`config.mk`:
```
export PLATFORM = sky130hd
export DESIGN_NAME = eth_tx_framer_flat
export DESIGN_NICKNAME = d
export VERILOG_FILES = /design/src/rtl/eth_tx_framer_if.sv /design/src/rtl/eth_tx_framer.sv /design/src/flat_wrapper.sv
export SDC_FILE = /design/constraint.sdc
export NUM_CORES = 1
export LEC_CHECK = 0
export CAP_MARGIN = 25
export CORE_ASPECT_RATIO = 0.7
export CORE_MARGIN = 5
export CORE_UTILIZATION = 40
export DETAILED_ROUTE_END_ITERATION = 8
export GPL_TIMING_DRIVEN = 0
export PLACE_DENSITY = 0.68
export SETUP_SLACK_MARGIN = 0.05
export SLEW_MARGIN = 10
export SYNTH_ARGS = -nofsm -noshare
export SYNTH_HDL_FRONTEND = slang
export SYNTH_SLANG_ARGS = --single-unit
export TNS_END_PERCENT = 20
```
`constraint.sdc`:
```
create_clock -name i_tx_clk -period 3.3 [get_ports i_tx_clk]
set_input_delay 0.33 -clock i_tx_clk [delete_from_list [all_inputs] [get_ports i_tx_clk]]
set_output_delay 0.33 -clock i_tx_clk [all_outputs]
set_load 0.1 [all_outputs]
```
`src/rtl/eth_tx_framer_if.sv`:
```
// Payload feed and GMII/nibble transmit side of the Ethernet TX framer.
// The producer of payload bytes and the consumer of tx_data are both the master side.
interface eth_tx_framer_if #(
   parameter int LEN_W = 11
);
   logic             i_speed_1g;
   logic             i_start;
   logic [LEN_W-1:0] i_len;
   logic [7:0]       i_pl_data;
   logic             i_pl_valid;
   logic             o_pl_ready;
   logic [7:0]       o_tx_data;
   logic             o_tx_en;
   logic             o_tx_er;
   logic             o_busy;
   logic             o_done;
   logic             o_underrun;

   modport master (
      output i_speed_1g, i_start, i_len, i_pl_data, i_pl_valid,
      input  o_pl_ready, o_tx_data, o_tx_en, o_tx_er, o_busy, o_done, o_underrun
   );

   modport slave (
      input  i_speed_1g, i_start, i_len, i_pl_data, i_pl_valid,
      output o_pl_ready, o_tx_data, o_tx_en, o_tx_er, o_busy, o_done, o_underrun
   );
endinterface

```
`src/rtl/eth_tx_framer.sv`:
```
// Ethernet TX framer: preamble, SFD, payload, zero pad, CRC32 FCS and IFG,
// emitted as GMII bytes (1G) or duplicated nibbles (10/100), all outputs registered.
module eth_tx_framer #(
   parameter int LEN_W     = 11,
   parameter int MIN_LEN   = 60,
   parameter int IFG_BYTES = 12,
   parameter int PRE_BYTES = 7
) (
   input  logic           i_tx_clk,
   input  logic           rst,
   eth_tx_framer_if.slave tx
);
   localparam int CW = LEN_W + 1;
   localparam logic [CW-1:0] ONE   = CW'(1);
   localparam logic [CW-1:0] PRE_N = CW'(PRE_BYTES);
   localparam logic [CW-1:0] MIN_N = CW'(MIN_LEN);
   localparam logic [CW-1:0] IFG_N = CW'(IFG_BYTES);
   localparam logic [CW-1:0] FCS_N = CW'(4);

   typedef enum logic [2:0] {IDLE, PRE, SFD, DATA, PAD, FCS, ERR, IFG} state_t;

   state_t           state;
   logic             m1g;
   logic             ph;
   logic [CW-1:0]    cnt;
   logic [CW-1:0]    cnt_inc;
   logic [CW-1:0]    len_x;
   logic [LEN_W-1:0] len_q;
   logic [7:0]       byte_q;
   logic [31:0]      crc;
   logic             last;

   assign last    = m1g | ph;
   assign cnt_inc = cnt + ONE;
   assign len_x   = {1'b0, len_q};

   function automatic logic [31:0] crc8(input logic [31:0] c, input logic [7:0] d);
      logic [31:0] r;
      r = c;
      for (int i = 0; i < 8; i++)
         r = (r >> 1) ^ ((r[0] ^ d[i]) ? 32'hEDB8_8320 : 32'h0);
      return r;
   endfunction

   function automatic logic [7:0] fmt(input logic m, input logic [7:0] b);
      return m ? b : {b[3:0], b[3:0]};
   endfunction

   // state is the segment whose byte is currently on tx_data; ph selects its high nibble
   always_ff @(posedge i_tx_clk or posedge rst) begin
      if (rst) begin
         state          <= IDLE;
         m1g            <= 1'b0;
         ph             <= 1'b0;
         cnt            <= '0;
         len_q          <= '0;
         byte_q         <= '0;
         crc            <= 32'hFFFF_FFFF;
         tx.o_tx_data   <= '0;
         tx.o_tx_en     <= 1'b0;
         tx.o_tx_er     <= 1'b0;
         tx.o_busy      <= 1'b0;
         tx.o_done      <= 1'b0;
         tx.o_underrun  <= 1'b0;
         tx.o_pl_ready  <= 1'b0;
      end else begin
         tx.o_done     <= 1'b0;
         tx.o_underrun <= 1'b0;
         if (state == IDLE) begin
            if (tx.i_start) begin
               len_q        <= tx.i_len;
               m1g          <= tx.i_speed_1g;
               ph           <= 1'b0;
               cnt          <= ONE;
               state        <= PRE;
               byte_q       <= 8'h55;
               tx.o_tx_data <= 8'h55;
               tx.o_tx_en   <= 1'b1;
               tx.o_busy    <= 1'b1;
            end
         end else if (!last) begin
            // high nibble; in nibble mode the payload handshake lands here
            ph            <= 1'b1;
            tx.o_tx_data  <= {byte_q[7:4], byte_q[7:4]};
            tx.o_pl_ready <= (state == SFD && len_q != '0) || (state == DATA && cnt < len_x);
            tx.o_done     <= (state == IFG) && (cnt == IFG_N);
         end else begin
            ph            <= 1'b0;
            tx.o_pl_ready <= 1'b0;
            tx.o_tx_en    <= 1'b1;
            tx.o_tx_er    <= 1'b0;
            case (state)
               PRE: begin
                  if (cnt < PRE_N) begin
                     cnt          <= cnt_inc;
                     byte_q       <= 8'h55;
                     tx.o_tx_data <= 8'h55;
                  end else begin
                     state         <= SFD;
                     cnt           <= '0;
                     byte_q        <= 8'hD5;
                     tx.o_tx_data  <= fmt(m1g, 8'hD5);
                     crc           <= 32'hFFFF_FFFF;
                     tx.o_pl_ready <= m1g && (len_q != '0);
                  end
               end
               SFD, DATA, PAD: begin
                  if (tx.o_pl_ready) begin
                     if (tx.i_pl_valid) begin
                        state         <= DATA;
                        cnt           <= cnt_inc;
                        byte_q        <= tx.i_pl_data;
                        tx.o_tx_data  <= fmt(m1g, tx.i_pl_data);
                        crc           <= crc8(crc, tx.i_pl_data);
                        tx.o_pl_ready <= m1g && (cnt_inc < len_x);
                     end else begin
                        state         <= ERR;
                        byte_q        <= '0;
                        tx.o_tx_data  <= '0;
                        tx.o_tx_er    <= 1'b1;
                        tx.o_underrun <= 1'b1;
                     end
                  end else if (cnt < MIN_N) begin
                     state        <= PAD;
                     cnt          <= cnt_inc;
                     byte_q       <= '0;
                     tx.o_tx_data <= '0;
                     crc          <= crc8(crc, 8'h00);
                  end else begin
                     state        <= FCS;
                     cnt          <= ONE;
                     byte_q       <= ~crc[7:0];
                     tx.o_tx_data <= fmt(m1g, ~crc[7:0]);
                     crc          <= {8'h00, crc[31:8]};
                  end
               end
               FCS: begin
                  if (cnt < FCS_N) begin
                     cnt          <= cnt_inc;
                     byte_q       <= ~crc[7:0];
                     tx.o_tx_data <= fmt(m1g, ~crc[7:0]);
                     crc          <= {8'h00, crc[31:8]};
                  end else begin
                     state        <= IFG;
                     cnt          <= ONE;
                     byte_q       <= '0;
                     tx.o_tx_data <= '0;
                     tx.o_tx_en   <= 1'b0;
                     tx.o_done    <= m1g && (IFG_N == ONE);
                  end
               end
               ERR: begin
                  state        <= IFG;
                  cnt          <= ONE;
                  byte_q       <= '0;
                  tx.o_tx_data <= '0;
                  tx.o_tx_en   <= 1'b0;
                  tx.o_done    <= m1g && (IFG_N == ONE);
               end
               IFG: begin
                  tx.o_tx_data <= '0;
                  tx.o_tx_en   <= 1'b0;
                  byte_q       <= '0;
                  if (cnt < IFG_N) begin
                     cnt       <= cnt_inc;
                     tx.o_done <= m1g && (cnt_inc == IFG_N);
                  end else begin
                     state     <= IDLE;
                     cnt       <= '0;
                     tx.o_busy <= 1'b0;
                  end
               end
               default: state <= IDLE;
            endcase
         end
      end
   end
endmodule

```
`src/flat_wrapper.sv`:
```
// flat-port wrapper written by rule: the top's interface ports become plain ports
module eth_tx_framer_flat 
#(
   parameter int LEN_W     = 11,
   parameter int MIN_LEN   = 60,
   parameter int IFG_BYTES = 12,
   parameter int PRE_BYTES = 7
)
  (i_tx_clk, rst, tx_i_speed_1g, tx_i_start, tx_i_len, tx_i_pl_data, tx_i_pl_valid, tx_o_pl_ready, tx_o_tx_data, tx_o_tx_en, tx_o_tx_er, tx_o_busy, tx_o_done, tx_o_underrun);
  eth_tx_framer_if #(.LEN_W(LEN_W)) tx_i ();
  input  logic i_tx_clk;
  input  logic rst;
  input wire logic [$bits(tx_i.i_speed_1g)-1:0] tx_i_speed_1g;
  input wire logic [$bits(tx_i.i_start)-1:0] tx_i_start;
  input wire logic [$bits(tx_i.i_len)-1:0] tx_i_len;
  input wire logic [$bits(tx_i.i_pl_data)-1:0] tx_i_pl_data;
  input wire logic [$bits(tx_i.i_pl_valid)-1:0] tx_i_pl_valid;
  output wire logic [$bits(tx_i.o_pl_ready)-1:0] tx_o_pl_ready;
  output wire logic [$bits(tx_i.o_tx_data)-1:0] tx_o_tx_data;
  output wire logic [$bits(tx_i.o_tx_en)-1:0] tx_o_tx_en;
  output wire logic [$bits(tx_i.o_tx_er)-1:0] tx_o_tx_er;
  output wire logic [$bits(tx_i.o_busy)-1:0] tx_o_busy;
  output wire logic [$bits(tx_i.o_done)-1:0] tx_o_done;
  output wire logic [$bits(tx_i.o_underrun)-1:0] tx_o_underrun;
  assign tx_i.i_speed_1g = tx_i_speed_1g;
  assign tx_i.i_start = tx_i_start;
  assign tx_i.i_len = tx_i_len;
  assign tx_i.i_pl_data = tx_i_pl_data;
  assign tx_i.i_pl_valid = tx_i_pl_valid;
  assign tx_o_pl_ready = tx_i.o_pl_ready;
  assign tx_o_tx_data = tx_i.o_tx_data;
  assign tx_o_tx_en = tx_i.o_tx_en;
  assign tx_o_tx_er = tx_i.o_tx_er;
  assign tx_o_busy = tx_i.o_busy;
  assign tx_o_done = tx_i.o_done;
  assign tx_o_underrun = tx_i.o_underrun;
  eth_tx_framer #(.LEN_W(LEN_W), .MIN_LEN(MIN_LEN), .IFG_BYTES(IFG_BYTES), .PRE_BYTES(PRE_BYTES)) u_core (.i_tx_clk(i_tx_clk), .rst(rst), .tx(tx_i));
endmodule
```
### Routing congestion map

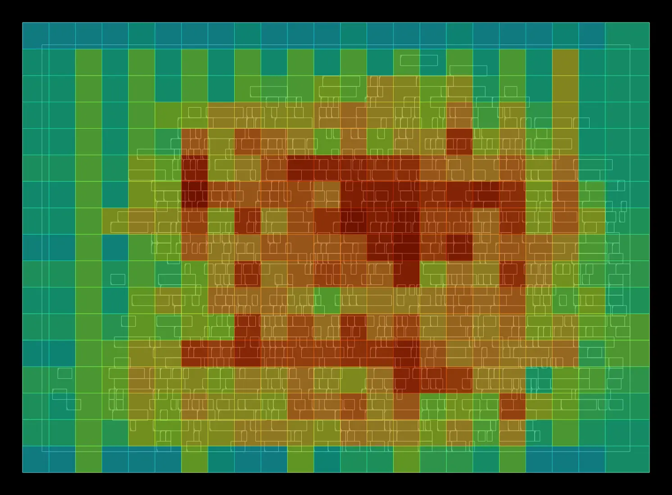
met3 Usage GRT: 0.0792
GRT Util Overall: 0.228
GRT Max-Usage Layer: met1
WL per Instance: 21.7 µm

### Signal metal coverage by tile

Bar = 50 µm. 33 x 23 tiles, from black (low) to pale yellow (high), scaled to the fullest tile. Values are wire area over tile area, all layers added.
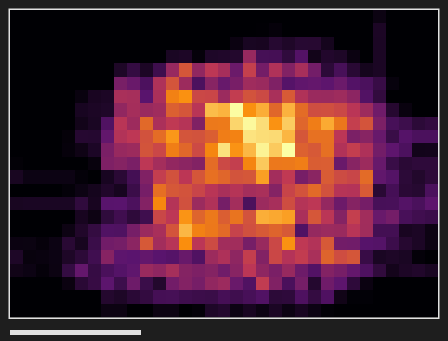
- emptiest ninth of the die: north-west
- mean over tiles: 0.20
- nearly empty tiles: 30%
via count: 6210
Total Wirelength: 22100 µm

### Signal wires on met2

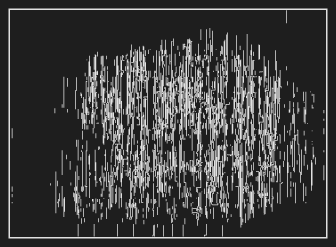
- share of all routed wire: 37%
- longest straight run: 46.1 µm
- main direction: vertical
- wire length on this layer: 8220 µm
- nets with wire on the layer: 694
met2 Use GR: 0.276

### The metal 1 layer

Bar = 50 µm.
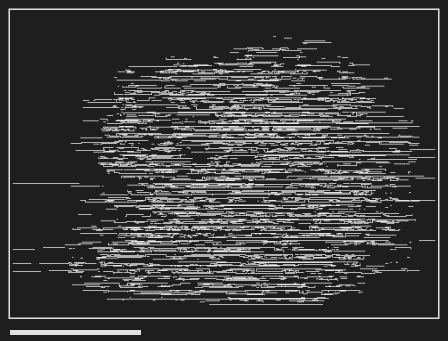
- nets with wire on the layer: 774
- main direction: horizontal

==> worst max-delay path by stage <==
stage,to,slack (ps),start,cells after the start
5_1_grt,u_core.tx.o_pl_ready,30,u_core.cnt[2],11
3_5_place_dp,u_core.tx.o_pl_ready,10,u_core.cnt[2],11
4_1_cts,u_core.tx.o_pl_ready,100,u_core.cnt[2],11
2_1_floorplan,u_core.tx.o_pl_ready,550,u_core.cnt[2],12
3_3_place_gp,u_core.tx.o_tx_en,-440,rst,2
6_report,u_core.tx.o_pl_ready,130,u_core.cnt[2],11
==> critical path, cell delays in order, from the launching register on <==
cell and delay [ps]:
dfrtp_2 430, clkbuf_4 220, and2_1 230, and3_1 230, nand4_1 260, nor2_1 200, xor2_1 260, ha_1 300
a211oi_1 310, and4_1 250, o211ai_1 90, a222oi_1 290
==> metal layers <==
metal	routed length, µm	up-vias
li1	-	2795
met1	10600	3000
met2	8220	381
met3	2990	34
met4	294	0
met5	0	-
==> sequential cells by signal (all words and copies together), names as in the netlist <==
register              count
u_core.cnt               12
u_core.tx.o_underrun      1
u_core.byte_q             4
u_core.crc               32
u_core.tx.o_pl_ready      1
u_core.tx.o_busy          1
u_core.tx.o_tx_data       8
u_core.len_q             11
u_core.tx.o_done          1
u_core.tx.o_tx_en         1
u_core.tx.o_tx_er         1
u_core.state              3
u_core.m1g                1
u_core.ph                 1
==> repair_timing <==
action,4_1_cts,5_1_grt
hold buffers,0,0
resized,1,3
setup endpoints to repair,1,1
setup buffers,0,2
==> cells in the final DEF, fill, tap and decap left out, types with 19 or more instances in the layout <==
master,count
o21ai_0,59
dfrtp_1,45
ha_1,23
clkdlybuf4s50_1,30
nand2_1,58
dfstp_2,32
nor2_1,59
clkbuf_1,26
a21oi_1,52
buf_2,19
xnor2_1,70
xor2_1,25
==> logic make-up after synthesis <==
kind of cell | synth area share
AND-OR/OR-AND | 0.256
AND/OR/NAND/NOR | 0.133
XOR/XNOR | 0.193
buffers and inverters | 0.0538
flip-flops | 0.303
adder cells (fa/ha/maj) | 0.0437
multiplexers | 0.0175
==> per-stage QoR <==
stage	TNS, ps	util
2_1_floorplan	0	-
3_3_place_gp	-20080	0.441
3_5_place_dp	0	0.443
4_1_cts	0	0.462
5_1_grt	0	0.463
6_report	0	0.463
==> area by class of cell <==
cell class / count / area (µm²) / area share
multi-input combinational: 588 / 4240 / 0.563
buffer: 58 / 279 / 0.0371
clock inverter: 7 / 81.3 / 0.0108
timing repair buffer: 33 / 343 / 0.0456
sequential: 78 / 1990 / 0.265
clock buffer: 9 / 225 / 0.0300
tap: 225 / 282 / 0.0374
inverter: 21 / 81.3 / 0.0108
==> results.cfg <==
; yosys + openroad results
[timing]
finalCriticalPeriod_ps = 3170
min_period_over_period = 0.961
clock_skew_ps = 8.06
fin_ws_ps = 130

[worst_setup_path]
cp-end-kind = flop
cp.arrival_ps = 3430
r2r_end = u_core.tx.o_pl_ready
r2r_slack_ps = 130
reg2reg_depth = 11

[placement]
dpl.hpwl_um = 16200
port_buffers = 30
dp_cells = 1001

[cells_and_area]
fillerInstances = 1612
drive_gt1_frac = 0.141
final_cells = 1019
antenna_cells = 0

[synth]
syn-cell-area_mm2 = 0.00658
synthesis.instances = 745
area_leaders = dfrtp_1 (17%), dfstp_2 (13%), xnor2_1 (9.3%)
synth-edff-count = 0
syn-num-nets = 792
ys_dominant_reg_cell = dfrtp_1
synth_async_sr_flop_share = 1.00

[job]
drv_cap = 0

[detailed_routing]
drc = 0
firstDrtPassIters = 6

[clock_tree]
cts_buffer_depth = 2
cts_root_buffer = clkbuf_16
h-tree-depth = 3

[global_route]
grt_max_degree = 53
grt_use_met1 = 0.374

[outcome]
status = completed

[die]
die_x_um = 163

[min_path]
hold_path.class = in2async
